Design uart_fp32_operand_rx, sky130hd; sources not shown.
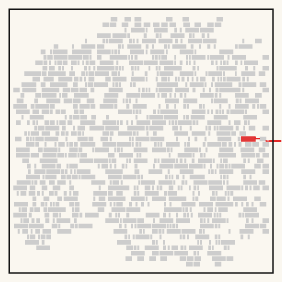
Figure 1: run 1, nets reached from selected ports.
Drawn at 2 px/micron.
legend:
  red:
    port: overrun
    direction: output
    end_cells: 1
    buffers: 1
    wire: 5.80 microns
# port buffers: 71
Top Ports: 72

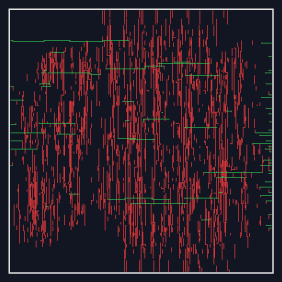
Figure 2: run 1, metal layers overlaid.
Drawn at 2 px/micron. Only two layers are drawn.
legend:
  red:
    layer: metal 2
    wire_length: 7000 microns
  green:
    layer: metal 3
    wire_length: 547 microns
vias: 5495
routed wire length: 14800 microns
drt wl/cell: 13.1 microns

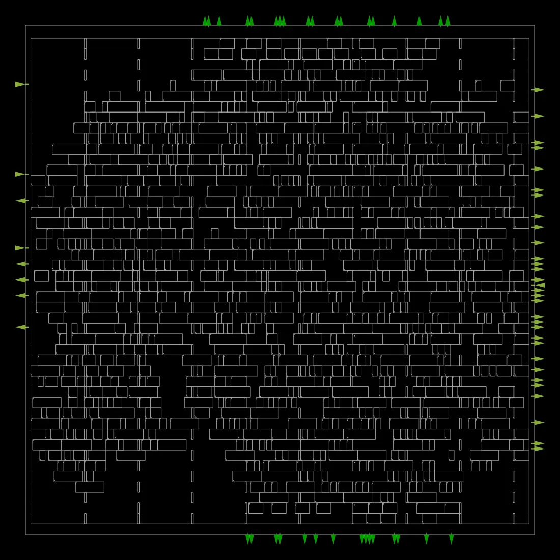
Figure 3: run 1, placed standard cells.
# rows: 46
flop share of the area: 0.405

==> flow_summary.toml, run 1 <==
# physical design summary
[finish]
largest_reg_flops = 64
buffer_area_frac = 0.149
clkCellAreaFrac = 0.0717
buffers = 124
lay_top_count = "nand2_1"
dominant_cells = "sequential cells"
inverters_excl_clock = 14
stdcell_area_sq_um = 8820
sh_comb_area = 0.338
clock_buffers = 20
logic_area_sq_um = 2980
regArea_sq_um = 3570
layout-drive-gt1-share = 0.143
num-multi-input-gates = 566

[logic_synthesis]
ys_cells = 809
avgSynthCellArea_sq_um = 8.24
ff_type = "dfxtp_1"
yosys.area.top_type_share = 0.534
synth_adder_area_share = 0.0169
synthXorXnorAreaFrac = 0.0263
enable_flop_cells = 0
async_flop_share = 0
synth_flops = 178
yosys-stat-area_sq_um = 6670
yosys-top-cells-count = "nand2_1 (275), dfxtp_1 (178), a21oi_1 (136), nor2_1 (37), clkbuf_1 (34)"
syn-num-nets = 822
netlist_area_sq_um = 6670
top_cell = "nand2_1"
synthSimpleGateAreaFrac = 0.242
mux_share = 0.0180

[critical_path]
worst-r2r-setup-slack_ps = -60
arrival_ps = 2120
critical_path_depth = 7
rr_worst_depth = 7
crit_chain = "inv_2 > ha_4 > or3b_4 > nor4_4 > buf_4 > o22ai_2 > o31a_1"
setup.worst_path.class = "flip-flop to flip-flop"
crit_family = "simple AND/OR/NAND/NOR gates"
cpMaxStageDelayCell = "or3b_4"

[cts]
numCtsBuffers = 17
cts.path.max_buffers = 2
postCtsHoldBufs = 0
cts_tree = "done"
htree_levels = 4
post_cts_buffers = 4

[power]
ir_drop_v = 0.000607
comb_power_share = 0.020
clk-power_mw = 3.72
p_sw_mw = 1.62
power_mw = 7.61
clkPwrFrac = 0.489
maxPowerGroup = "sequential cells"
leakage_nw = 2.86
p_seq_frac = 0.492

[timing]
post-route-min-period_ps = 1960
setup_slack_ps = -57.5
setup_violations = 7
slew-limit-headroom = 0.579
fmax_mhz = 511
slew_viol_final = 0
whs_ps = 102

[route]
drtIter0Drc = 409
dr.max_layer_used = "met4"
post_drt_via_cell_ratio = 4.86
drc = 0

[grt]
grt_pass1_vias = 5043
grt_start_max_net_pins = 139
grt_util_met2 = 0.282
grt_overflow = 0
use_met3 = 0.0432
grtUsageMet1 = 0.232
antenna_found_initial = 0

[floorplan]
die_x_microns = 131
dieArea_sq_um = 17200
fp_util = 0.415

[placed_design]
dp_hpwl_microns = 9710
post-place-ws_ps = -105
place.gp.congestion = 0.812
post_dp_cell_area_sq_um = 7950
dp_cells = 1093

[outcome]
violations = "setup timing"
status = "complete, but fails checks"

[run]
tool_warnings = 34
maxCapViolCount = 0
==> run 1 -> run 2 <==
CTS_CLUSTER_SIZE = 10   (was default)
TNS_END_PERCENT = 10   (was default)
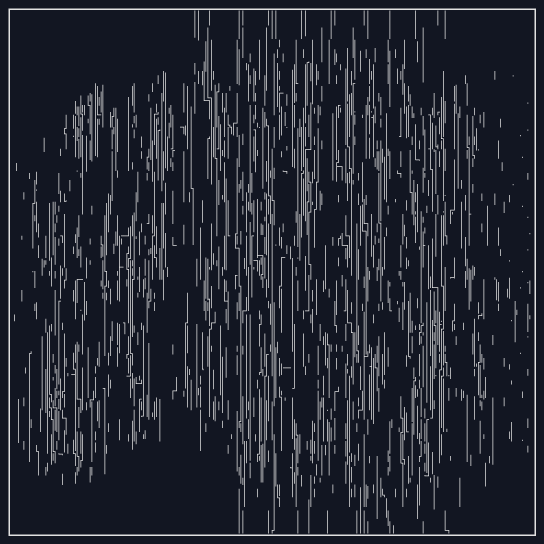
Figure 4: run 2, met2 routing.
Drawn at 4 px/micron.
main direction: vertical
longest straight run: 40.5 microns
GR Util met2: 0.282
vias: 5480

==> run 2 against run 1 <==
Against the previous run: the flow still finishes with violations (setup timing); global-route usage about the same; synthesized area unchanged; worst setup slack better by 15 ps; sequential power is essentially flat; final area is 0.62% lower; fmax increased by 0.77%; critical endpoint unchanged.
==> flow_summary.toml, run 2 <==
# physical design summary
[logic_synthesis]
netlist_area_sq_um = 6670
yosys-top-cells-count = "nand2_1 (275), dfxtp_1 (178), a21oi_1 (136), nor2_1 (37), clkbuf_1 (34)"
ys_cells = 809
mux_share = 0.0180
topCellsByArea = "dfxtp_1 (53%), nand2_1 (15%), a21oi_1 (10%), nor2_1 (2.1%), xnor2_1 (2.0%)"
ys_sh_aoi = 0.114
synthXorXnorAreaFrac = 0.0263
top_cell = "nand2_1"
avgSynthCellArea_sq_um = 8.24
synthSimpleGateAreaFrac = 0.242
enable_flop_cells = 0
async_flop_share = 0
synth_adder_area_share = 0.0169
largest_area_cell = "dfxtp_1"
synth.comb.largest_family = "simple AND/OR/NAND/NOR gates"
ys_warn_count = 0
yosys.area.top_type_share = 0.534
ys_seq_frac = 0.534
synth_flops = 178
ys_types = 42
ff_type = "dfxtp_1"
yosys-stat-area_sq_um = 6670
syn-num-nets = 822
synth_cells = 809

[floorplan]
dieArea_sq_um = 17200
die_x_microns = 131
fp_util = 0.415
io_pins = 72
nWellTaps = 216
die_y_microns = 131
rows = 46

[timing]
post-route-min-period_ps = 1940
slew_viol_final = 0
rsz0062_at_grt = "yes"
setup_violations = 10
whs_ps = 108
fmax_mhz = 515
slew-limit-headroom = 0.604
final.setup.tns_ps = -89.6
setup_slack_ps = -42.5
fin_crit_sh = 1.02

[finish]
sequential_cell_total = 178
num-multi-input-gates = 566
seq_area_frac = 0.408
clkCellAreaFrac = 0.0721
final_cell_mix = "nand2_1 (274), dfxtp_1 (174), a21oi_1 (135)"
regArea_sq_um = 3570
stdcell_area_sq_um = 8760
dominant_cells = "sequential cells"
final_cells = 1130
buffer_area_frac = 0.149
clock_buffers = 20
final_util = 0.546
diodes = 0
finalNetCount = 914
area_growth_pct = 31.4
lay_top_count = "nand2_1"
logic_area_sq_um = 2930
sh_comb_area = 0.335
buffers = 124
inverters_excl_clock = 14
layout-drive-gt1-share = 0.129
largest_reg_flops = 64
n_fill_cell = 1498

[route]
post_drt_via_cell_ratio = 4.85
drtIter0Drc = 363
drc = 0
wl_met2_microns = 7050
routedWlPerCell_microns = 13.1
ant_nets = 0
met1_length_microns = 7130
dr.max_layer_used = "met4"
drtPass1Iterations = 5
drt_wl_total_microns = 14800

[power]
swShare = 0.212
comb_power_share = 0.019
p_seq_frac = 0.492
p_sw_mw = 1.61
maxPowerGroup = "sequential cells"
ir_drop_v = 0.000608
internal_power_mw = 5.99
leakage_nw = 2.85
clkPwrFrac = 0.489
sequentialPower_mw = 3.74
clk-power_mw = 3.72
power_mw = 7.60

[cts]
cts.path.max_buffers = 2
postCtsHoldBufs = 0
clock_sinks = 178
post_cts_buffers = 4
clock-root-buffer = "clkbuf_16"
htree_levels = 4
ctsResizeCount = 10
numCtsBuffers = 17
path_clk_slew_ps = 60
clk_latency_ps = 430
cts_tree = "done"

[critical_path]
critical_path.max_stage_delay_ps = 370
setup.worst_path.class = "flip-flop to flip-flop"
crit_chain = "inv_2 > ha_4 > or3b_4 > nor4_4 > buf_4 > o22ai_1 > o31a_1"
worst-r2r-setup-slack_ps = -40
arrival_ps = 2110
path_buffers = 2
rr_worst_depth = 7
crit_family = "simple AND/OR/NAND/NOR gates"
required_ps = 2070
cpMaxStageDelayCell = "or3b_4"
critical_path_depth = 7

[outcome]
status = "complete, but fails checks"
violations = "setup timing"

[grt]
grtUsageMet1 = 0.232
track_usage = 0.177
grt_overflow = 0
grt_pass1_wl_microns = 24800
grt_start_max_net_pins = 139
busiest_layer = "met2"
grt_pass1_vias = 5048
antenna_found_initial = 0
use_met3 = 0.0432

[placed_design]
port_buffers = 71
post-place-ws_ps = -105
place.gp.congestion = 0.812
dp_hpwl_microns = 9710
post_dp_cell_area_sq_um = 7950
dp_cells = 1093

[worst_hold_path]
hold_path_class = "input port to flip-flop"
holdPathStages = 2

[run]
tool_warnings = 34
maxCapViolCount = 0
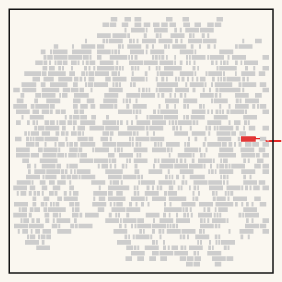
Figure 5: run 2, nets reached from selected ports.
Drawn at 2 px/micron.
legend:
  red:
    port: overrun
    direction: output
    end_cells: 1
    buffers: 1
    wire: 5.80 microns

Power figures rest on the tool's default switching activity, not on a simulated workload.
